`src/rtl/pipeline_register_elastic.sv`:
```
// ---------------------------------------------------------------------------
// pipeline_register_elastic
//
// Configurable elastic pipeline register placed between two CPU pipeline
// stages. DEPTH register stages carry a packed DATA_WIDTH bundle. Each stage
// has its own valid bit. Empty stages collapse (bubble removal), so an empty
// slot always pulls from its predecessor, even while the output is blocked.
//
// Handshake: a transfer happens on a cycle where valid and ready are both
// high at the rising edge. in_ready_o depends combinationally on
// out_ready_i through the chain of move signals. This lets a full chain
// accept a new bundle in the same cycle that it hands one downstream.
//
// Control priority: reset > flush > stall > normal advance.
//   flush : clears every valid bit. Data bits selected by FLUSH_MASK are
//           zeroed. No input or output transfer completes.
//   stall : freezes every stage. No input or output transfer completes.
//
// Ports
//   clk          rising-edge clock
//   reset        synchronous active-high reset (clears valid, data, count)
//   stall_i      freeze all stages
//   flush_i      invalidate all stages (honoured when FLUSH_ENABLE != 0)
//   in_valid_i   upstream offers data_i
//   in_ready_o   chain accepts data_i this cycle
//   data_i       upstream bundle
//   out_valid_o  last stage holds a valid bundle
//   out_ready_i  downstream consumes the last stage this cycle
//   data_o       last-stage bundle (driven regardless of out_valid_o)
//   occupancy_o  number of valid stages (registered)
// ---------------------------------------------------------------------------
module pipeline_register_elastic #(
    parameter int                    DATA_WIDTH   = 64,
    parameter int                    DEPTH        = 2,
    parameter int                    FLUSH_ENABLE = 1,
    parameter logic [DATA_WIDTH-1:0] FLUSH_MASK   = {DATA_WIDTH{1'b1}}
) (
    input  logic                         clk,
    input  logic                         reset,
    input  logic                         stall_i,
    input  logic                         flush_i,
    input  logic                         in_valid_i,
    output logic                         in_ready_o,
    input  logic [DATA_WIDTH-1:0]        data_i,
    output logic                         out_valid_o,
    input  logic                         out_ready_i,
    output logic [DATA_WIDTH-1:0]        data_o,
    output logic [$clog2(DEPTH+1)-1:0]   occupancy_o
);

    localparam int OCC_W = $clog2(DEPTH + 1);

    logic [DEPTH-1:0]      v;
    logic [DATA_WIDTH-1:0] d [DEPTH];

    // free[k]: stage k may hand its contents forward this cycle.
    // free[DEPTH-1] is the downstream ready.
    logic [DEPTH-1:0] free;
    logic [DEPTH-1:0] move;
    logic             free_in;
    logic             flush_act;
    logic             active;
    logic             in_hs;
    logic             out_hs;

    assign flush_act = flush_i & (FLUSH_ENABLE != 0);
    assign active    = !stall_i & !flush_act;

    // Move chain, evaluated from the output side back towards the input.
    always_comb begin
        free = '0;
        move = '0;
        free[DEPTH-1] = out_ready_i;
        move[DEPTH-1] = v[DEPTH-1] & out_ready_i;
        for (int k = DEPTH - 2; k >= 0; k--) begin
            free[k] = !v[k+1] | move[k+1];
            move[k] = v[k] & free[k];
        end
    end

    assign free_in    = !v[0] | move[0];
    assign in_ready_o = active & free_in;
    assign in_hs      = in_valid_i & in_ready_o;
    assign out_hs     = active & move[DEPTH-1];

    always_ff @(posedge clk) begin
        if (reset) begin
            v           <= '0;
            occupancy_o <= '0;
            for (int k = 0; k < DEPTH; k++) begin
                d[k] <= '0;
            end
        end else if (flush_act) begin
            v           <= '0;
            occupancy_o <= '0;
            for (int k = 0; k < DEPTH; k++) begin
                d[k] <= d[k] & ~FLUSH_MASK;
            end
        end else if (!stall_i) begin
            // Stage 0 is free whenever it is empty or moving on. Without a new
            // input it simply goes invalid, and its data holds.
            if (free_in) begin
                v[0] <= in_valid_i;
                if (in_valid_i) begin
                    d[0] <= data_i;
                end
            end
            // A load copies the predecessor, including an invalid one. This
            // is how bubbles move forward and collapse.
            for (int k = 1; k < DEPTH; k++) begin
                if (free[k-1]) begin
                    v[k] <= v[k-1];
                    d[k] <= d[k-1];
                end
            end
            // A stage at the output that empties without reload is covered by
            // the loop above (it copies v[DEPTH-2]). For DEPTH=1 it is covered
            // by stage 0 logic.
            case ({in_hs, out_hs})
                2'b10:   occupancy_o <= occupancy_o + OCC_W'(1);
                2'b01:   occupancy_o <= occupancy_o - OCC_W'(1);
                default: occupancy_o <= occupancy_o;
            endcase
        end
    end

    assign out_valid_o = v[DEPTH-1];
    assign data_o      = d[DEPTH-1];

endmodule

```
`config.mk`:
```
export PLATFORM = sky130hd
export DESIGN_NAME = pipeline_register_elastic
export DESIGN_NICKNAME = d
export VERILOG_FILES = /design/src/rtl/pipeline_register_elastic.sv
export SDC_FILE = /design/constraint.sdc
export NUM_CORES = 1
export LEC_CHECK = 0
export CELL_PAD_IN_SITES_DETAIL_PLACEMENT = 1
export CELL_PAD_IN_SITES_GLOBAL_PLACEMENT = 1
export CORE_MARGIN = 2
export CORE_UTILIZATION = 44
export CTS_BUF_LIST = sky130_fd_sc_hd__clkbuf_8 sky130_fd_sc_hd__clkbuf_16
export DETAILED_ROUTE_END_ITERATION = 10
export GPL_ROUTABILITY_DRIVEN = 1
export MAX_ROUTING_LAYER = met4
export PLACE_DENSITY = 0.83
export SLEW_MARGIN = 40
export SYNTH_ARGS = -nofsm -noshare
export SYNTH_HDL_FRONTEND = slang
export SYNTH_SLANG_ARGS = --single-unit
```
`constraint.sdc`:
```
create_clock -name clk -period 5.75 [get_ports clk]
set_input_delay 1.15 -clock clk [delete_from_list [all_inputs] [get_ports clk]]
set_output_delay 1.15 -clock clk [all_outputs]
set_load 0.005 [all_outputs]
```
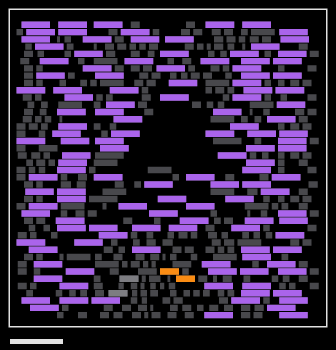
(run_1/ff_map.png)
Scale bar: 20 um.
[d] purple | placed flops: 128 | where: spread over the die
[occupancy_o] orange | placed flops: 2
register area: 3920 sq um
final core utilization: 57.4%
Seq power: 1.15 mW
Seq/total area: 53.7%

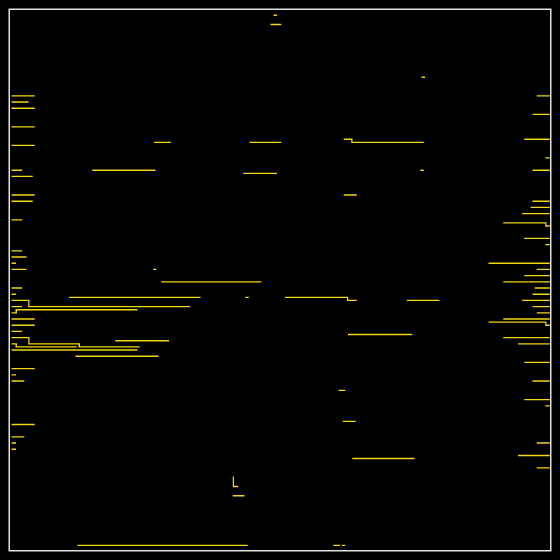
(run_1/m3.png)
nets with wire on the layer: 74
share of all routed wire: 5.7%
routed wire length: 10800 um
routing usage on met3: 4.73%
vias: 3109

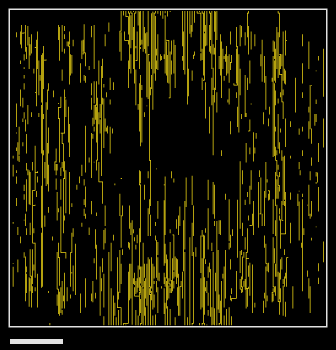
(run_1/m2.png)
Scale bar: 20 um.
main direction: vertical
longest straight run: 87.4 um
wire length on this layer: 5820 um
nets with wire on the layer: 469
met2 usage: 27.6%

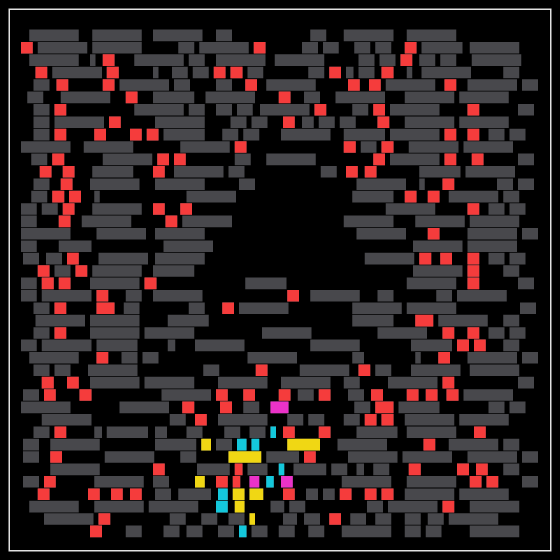
(run_1/gates.png)
[nor cells] cyan | cells: 8 | where: bottom center
[nand cells] yellow | cells: 8 | where: bottom center
[and/or cells] magenta | cells: 3
[aoi and oai cells] red | cells: 133 | where: spread over the die
combinational share of cell area: 16.2%
most frequent logic cell in the layout: clkdlybuf4s50_1
Finished Layout Cells: 632

-- run 1: logic make-up after synthesis --
family	count (synthesis)
buf+inv	93
fa+ha+maj	1
compound gates	133
xor+xnor	2
flops	132
simple gates	19
-- run 1: path summary, 6_finish.rpt --
path / slack (ns) / end / depth (start not counted) / startpoint
worst min register to register: 0.51 / v[0] / 2 / v[0]
worst max-delay path: 1.94 / in_ready_o / 4 / out_ready_i
worst max register to register: 3.27 / d[0][104] / 4 / v[1]
worst min-delay path: 0.51 / v[0] / 2 / v[0]
-- run 1: flip-flops by register name, indices dropped and copies added, names as in the netlist --
name / flops
occupancy_o: 2
v: 2
d: 128
-- run 1: area by class of cell --
class                   count  area [sq um]  share of cell area [%]
clock buffers              17           425                    5.82
multi-input cells         155          1180                    16.2
flip-flops and latches    132          3920                    53.7
repair buffers            141          1410                    19.3
clock inverters            15           148                    2.02
well taps                 172           215                    2.95
-- run 1: metrics by stage --
| step | hold WS (ns) | power [mW] |
|---|---|---|
| floorplan | 0.466 | 1.27 |
| global placement | 0.491 | 1.35 |
| detailed placement | 0.498 | 1.36 |
| CTS | 0.505 | 2.41 |
| global route | 0.564 | 2.46 |
| finish | 0.511 | 2.38 |
-- run 1: Yosys cell counts --
cell type,instances
a21boi_0,21
a21boi_1,106
a21boi_2,3
a21oi_1,1
buf_2,2
buf_4,64
buf_6,13
clkbuf_1,13
clkbuf_2,1
dfxtp_1,4
edfxtp_1,128
ha_1,1
nand2_1,3
nand2b_1,3
nand3b_1,1
nand4b_1,1
nor2_1,2
nor2b_1,2
nor3_1,3
nor3b_1,1
o21ai_0,1
o31ai_1,1
or2_2,1
or4_1,1
or4_4,1
xnor2_1,2
-- run 1: power by group --
group	internal (mW)	switching (mW)
registers	1.13	0.0181
clock network	0.668	0.373
logic	0.118	0.0718
total	1.92	0.463
==> flow_metrics.py, run 1 <==
# Metrics from the implementation run
metrics = {
    "routing": {
        "drt_iter0_markers": 199,
        "post_drt_wl_per_cell_um": 17.1,
        "topRoutingLayerUsed": "met4",
        "wl_met1_um": 4150,
        "via_per_inst": 4.92,
        "antenna_left": 0,
        "met2_length_um": 5820,
    },
    "clock_network": {
        "cts_hold_buf": 0,
        "cts_resized": 0,
        "cts.sinks": 132,
        "clk_latency_ns": 0.40,
        "cts_buffers": 17,
        "ctsHtreeMaxLevel": 4,
        "post_cts_buffers": 0,
        "cts_root_buf": "clkbuf_16",
    },
    "yosys": {
        "ys_ff": 132,
        "simple_gate_share_pct": 1.98,
        "muxShareOfSynthArea_pct": 0,
        "top_cells_by_area": "edfxtp_1 67%, a21boi_1 14%, buf_4 8.3%",
        "aoi_share_pct": 17.4,
        "synth.distinct_cells": 26,
        "ys_sh_adder_pct": 0.217,
        "fp_nets": 451,
        "yosys_cells": 380,
        "syn-cell-area_sq_um": 5760,
        "largest_area_cell": "edfxtp_1",
        "syn_avg_cell_area_sq_um": 15.2,
    },
    "critical_path": {
        "crit_chain": "clkdlybuf4s50_1, nand3b_1, nor3b_1, clkdlybuf4s50_1",
        "critPathTopFamily": "buffers and inverters",
        "worstPathArrival_ns": 2.66,
        "crit_path_top_delay_cell": "clkdlybuf4s50_1",
        "path_common_cell": "clkdlybuf4s50_1",
        "critPathKind": "input pin to primary output",
        "crit_required_ns": 4.60,
        "cpPeakStageDelay_ns": 0.56,
        "endpoint_kind": "primary output",
        "worstPathMaxFanout": 4,
        "startpoint_type": "input pin",
    },
    "timing": {
        "rsz0062_at_grt": "no",
        "skew_ns": 0.00475,
        "fin_ws_ns": 1.94,
        "tns_ns": 0,
        "relSlewSlack_pct": 44.7,
        "tightest_slew_ns": 0.826,
        "setup_viol_count_final": 0,
    },
    "global_routing": {
        "grt_usage_pct": 16.3,
        "grt_util_met1_pct": 17.4,
        "grt_max_degree": 83,
        "grt_pass1_wl_um": 17000,
    },
    "final_layout": {
        "num_antenna_cells": 0,
        "fillCellCount": 1215,
        "nNetsFinal": 518,
        "final_cell_mix": "137 x clkdlybuf4s50_1, 128 x edfxtp_1, 106 x a21boi_1",
        "fin_area_sq_um": 7310,
        "drive_above_1_share_pct": 8.04,
    },
    "outcome": {
        "status": "finished clean",
    },
    "placement": {
        "numPortBuffers": 137,
        "dpl.hpwl_um": 6860,
        "gp_congestion": 0.710,
        "dpl_cell_area_sq_um": 6700,
    },
    "power": {
        "power.leakage_nw": 2.64,
        "power_density_nw_per_um2": 326,
    },
    "run": {
        "drv_cap": 0,
        "warnings": 26,
    },
    "floorplanning": {
        "floorplan.core_util_pct": 45.3,
        "die_h_um": 118,
        "die_width_um": 118,
        "die_area_sq_um": 14000,
        "ios": 138,
    },
    "worst_hold_path": {
        "hold_class": "flip-flop to flip-flop",
    },
}
==> run 2: changes to the inputs <==
CORE_UTILIZATION = 37   (was 44)
PLACE_DENSITY = 0.74   (was 0.83)
clock period = 3.1 ns   (was 5.75 ns; I/O delays follow)
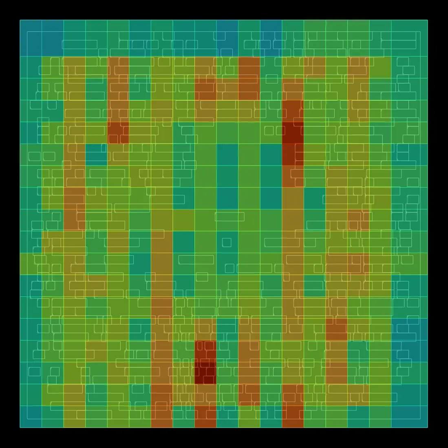
(run_2/congestion_map.png)
routing usage on met3: 3.49%
met1 Use GR: 15.4%
DR WL/cell: 16.4 um
total track usage: 13.9%
GR peak layer: met2

==> flow_metrics.py, run 2 <==
# Metrics from the implementation run
metrics = {
    "power": {
        "pwr-share-comb_pct": 8.0,
        "power.internal_mw": 3.58,
        "power.leakage_nw": 2.68,
        "seq_power_share_pct": 47.6,
        "power_density_nw_per_um2": 605,
        "power_switching_share_pct": 20.1,
    },
    "yosys": {
        "ys_ff": 132,
        "fp_nets": 451,
        "synth.most_common_cell": "edfxtp_1",
        "ys_async_sr_fraction_pct": 0,
        "syn_avg_cell_area_sq_um": 15.2,
        "synth.distinct_cells": 26,
        "ff_type": "edfxtp_1",
        "largest_area_cell": "edfxtp_1",
        "top_cells_by_count": "128 x edfxtp_1, 106 x a21boi_1, 64 x buf_4",
        "syn-cell-area_sq_um": 5760,
        "top_cells_by_area": "edfxtp_1 67%, a21boi_1 14%, buf_4 8.3%",
        "yosys_cells": 380,
    },
    "placement": {
        "gp_congestion": 0.697,
        "numPortBuffers": 137,
    },
    "final_layout": {
        "nNetsFinal": 522,
        "largest_reg_flops": 128,
        "num_antenna_cells": 0,
        "final_cell_mix": "137 x clkdlybuf4s50_1, 128 x edfxtp_1, 106 x a21boi_1",
        "largest_register": "d",
        "largest_registers": "d (128), occupancy_o (2), v (2)",
        "drive_above_1_share_pct": 9.27,
        "final_util_pct": 48.7,
        "layout.cells.most_common": "clkdlybuf4s50_1",
    },
    "clock_network": {
        "clk_latency_ns": 0.41,
        "post_cts_buffers": 0,
        "cts.sinks": 132,
        "cts_hold_buf": 0,
        "cts_resized": 0,
        "cts_root_buf": "clkbuf_16",
        "ctsHtreeMaxLevel": 4,
    },
    "routing": {
        "topRoutingLayerUsed": "met4",
        "met2_length_um": 5700,
        "first_pass_iters": 4,
        "antenna_left": 0,
        "via_per_inst": 4.72,
        "drt_iter0_markers": 140,
        "wl_met1_um": 4210,
    },
    "global_routing": {
        "grt_max_degree": 75,
        "grt_pass1_wl_um": 16800,
    },
    "floorplanning": {
        "floorplan.core_util_pct": 37.9,
        "die_width_um": 129,
        "die_area_sq_um": 16600,
        "ios": 138,
    },
    "timing": {
        "setup_viol_count_final": 0,
        "tightest_slew_ns": 0.640,
        "tns_ns": 0,
        "rsz0062_at_grt": "no",
        "skew_ns": 0.00688,
        "relSlewSlack_pct": 57.3,
        "hold_ws_ns": 0.505,
    },
    "critical_path": {
        "path_common_cell": "clkdlybuf4s50_1",
        "regToRegSetupSlack_ns": 1.17,
        "cpPeakStageDelay_ns": 0.53,
        "r2r_cells": 6,
        "endpoint_kind": "primary output",
        "crit_path_top_delay_cell": "clkdlybuf4s50_1",
        "crit_chain": "clkdlybuf4s50_1, nand3b_1, nor3b_1, clkdlybuf4s50_1",
        "startpoint_type": "input pin",
        "worstPathMaxFanout": 4,
        "worstPathArrival_ns": 2.04,
        "critPathKind": "input pin to primary output",
    },
    "worst_hold_path": {
        "hold_class": "flip-flop to flip-flop",
        "worstHoldPathCells": 2,
    },
    "run": {
        "warnings": 26,
        "drv_cap": 0,
    },
    "outcome": {
        "status": "finished clean",
    },
}
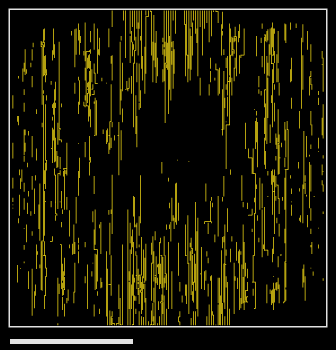
(run_2/m2.png)
Scale bar: 50 um.
wire length on this layer: 5700 um
nets with wire on the layer: 448
vias: 3080
routed wire length: 10700 um
met2 usage: 23.3%

==> run 2: cell types whose count changed in the layout (fill, tap and decap cells not counted), sizes merged <==
| cell | change |
|---|---|
| buf | +4 |
| clkinv | +1 |
| clkinvlp | -1 |
==> run 2: logic make-up after synthesis <==
logic type / synth area share, %
fa+ha+maj: 0.217
compound gates: 17.4
buf+inv: 12.0
xor+xnor: 0.304
flops: 68.1
simple gates: 1.98
==> run 2: area by class of cell <==
type | instances | area [sq um]
Fill cell | 1512 | 7800
Sequential cell | 132 | 3920
Timing Repair Buffer | 145 | 1490
Multi-Input combinational cell | 155 | 1160
Clock buffer | 17 | 425
Tap cell | 188 | 235
Clock inverter | 15 | 163
==> run 2: path summary, 6_finish.rpt <==
kind,start,endpoint
worst max-delay path,out_ready_i,in_ready_o
worst min register to register,occupancy_o[1],occupancy_o[1]
worst min-delay path,occupancy_o[1],occupancy_o[1]
worst max register to register,v[1],occupancy_o[1]
==> run 2: metrics by stage <==
stage / total power, mW / cell area [sq um] / std cells / setup slack (ns)
detailed placement: 2.53 / 6820 / 620 / 0.137
global placement: 2.52 / 6820 / 620 / 0.263
floorplan: 2.36 / 5770 / 380 / 0.262
global route: 4.63 / 7400 / 652 / 0.399
finish: 4.48 / 7400 / 652 / 0.440
CTS: 4.54 / 7400 / 652 / 0.433
==> run 2: worst max-delay path: cells and delay by family <==
kind	cells	cell delay [ns]
buf+inv	2	1.05
simple gates	2	0.37
==> run 2: power groups by stage <==
stage / logic (mW) / clock network [mW] / registers [mW]
after floorplan: 0.207 / 0 / 2.15
after global placement: 0.356 / 0 / 2.16
after global routing: 0.387 / 2.10 / 2.14
after detailed placement: 0.365 / 0 / 2.17
after CTS: 0.366 / 2.04 / 2.13
final: 0.359 / 1.99 / 2.13
==> run 3: changes to the inputs <==
SKIP_LAST_GASP = 1   (was unset)
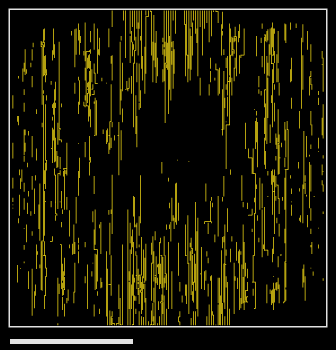
(run_3/m2.png)
Scale bar: 50 um.
longest straight run: 59.5 um
share of all routed wire: 53%
nets with wire on the layer: 448
main direction: vertical

==> flow_metrics.py, run 3 <==
# Metrics from the implementation run
metrics = {
    "critical_path": {
        "regToRegSetupSlack_ns": 1.17,
        "worstSetupStartpoint": "out_ready_i",
        "worst-path-buf-inv": 2,
        "path_common_cell": "clkdlybuf4s50_1",
        "worstPathMaxFanout": 4,
        "worstPathArrival_ns": 2.04,
        "cpPeakStageDelay_ns": 0.53,
        "crit_chain": "clkdlybuf4s50_1, nand3b_1, nor3b_1, clkdlybuf4s50_1",
    },
    "run": {
        "drv_cap": 0,
    },
    "yosys": {
        "fp_nets": 451,
        "largest_area_cell": "edfxtp_1",
        "ff_type": "edfxtp_1",
        "ys_async_sr_fraction_pct": 0,
        "yosys_cells": 380,
        "edf_count": 128,
        "synth.distinct_cells": 26,
        "top_cells_by_area": "edfxtp_1 67%, a21boi_1 14%, buf_4 8.3%",
        "top_cells_by_count": "128 x edfxtp_1, 106 x a21boi_1, 64 x buf_4",
    },
    "timing": {
        "tns_ns": 0,
        "fin_ws_ns": 0.440,
        "rsz0062_at_grt": "no",
        "skew_ns": 0.00688,
    },
    "clock_network": {
        "post_cts_buffers": 0,
        "cts_buffers": 17,
        "ctsHtreeMaxLevel": 4,
    },
    "routing": {
        "first_pass_iters": 4,
        "postRouteWirelength_um": 10700,
        "drt_iter0_markers": 140,
        "vias": 3080,
        "post_drt_wl_per_cell_um": 16.4,
    },
    "placement": {
        "place_ws_ns": 0.137,
        "dpl.hpwl_um": 7050,
    },
    "outcome": {
        "status": "finished clean",
    },
    "floorplanning": {
        "die_area_sq_um": 16600,
    },
    "worst_hold_path": {
        "hold_class": "flip-flop to flip-flop",
    },
    "global_routing": {
        "grt_pass1_wl_um": 16800,
    },
    "final_layout": {
        "fillCellCount": 1512,
        "final_util_pct": 48.7,
        "drive_above_1_share_pct": 9.27,
    },
    "power": {
        "total_power_mw": 4.48,
    },
}
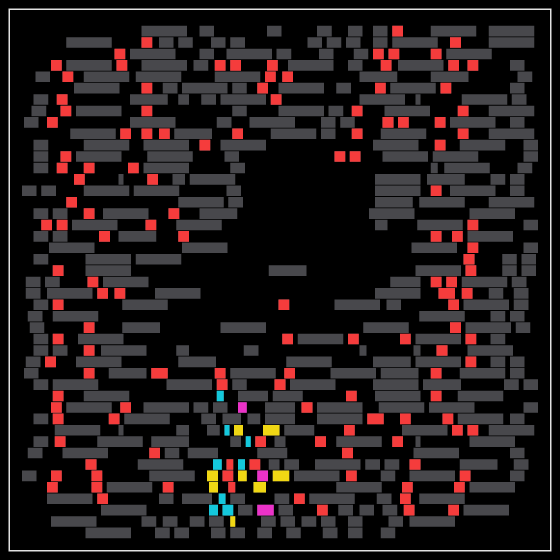
(run_3/gates.png)
[nand cells] yellow | cells: 8 | where: bottom center
[aoi and oai cells] red | cells: 133 | where: spread over the die
[nor cells] cyan | cells: 8 | where: bottom center
[and/or cells] magenta | cells: 3
combinational share of cell area: 15.7%
Finished Layout Cells: 652

## run 3: cell counts in the layout (fill, tap and decap cells not counted)
Identical to the previous run, type by type.
## run 3: final timing paths
path,endpoint,cells past startpoint
worst max-delay path,in_ready_o,4
worst min-delay path,occupancy_o[1],2
worst max register to register,occupancy_o[1],6
worst min register to register,occupancy_o[1],2
## run 3: per-layer routing
metal	up-vias	GRT usage (%)	share of wire, %
met3	17	3.49	5.1
met2	99	23.3	53
li1	1483	-	-
met5	-	-	0
met4	0	7.35	2.3
met1	1481	15.4	39
## run 3: logic make-up after synthesis
| kind of cell | after synthesis | share of synthesized area [%] |
|---|---|---|
| AOI/OAI and AO/OA | 133 | 17.4 |
| xor gates and xnor gates | 2 | 0.304 |
| adders and majority gates | 1 | 0.217 |
| buffers and inverters | 93 | 12.0 |
| DFF | 132 | 68.1 |
| and+or+nand+nor | 19 | 1.98 |
## run 3: tightest hold or removal path: stages, from the launching register on
cell and delay [ns]:
dfxtp_1 0.32, o31ai_1 0.07, a21boi_0 0.07
## run 3: cell type report
class | instances | area, sq um | share of cell area [%]
clock buffer | 17 | 425 | 5.75
clock inverter | 15 | 163 | 2.20
multi-input combinational | 155 | 1160 | 15.7
sequential | 132 | 3920 | 53.0
tap | 188 | 235 | 3.18
timing repair buffer | 145 | 1490 | 20.2
## run 3: report_power, final
group          switching [mW]  internal (mW)  total (mW)
Sequential             0.0341           2.10        2.13
Clock                   0.734           1.25        1.99
Combinational           0.132          0.228       0.359
Power figures rest on the tool's default switching activity, not on a simulated workload.
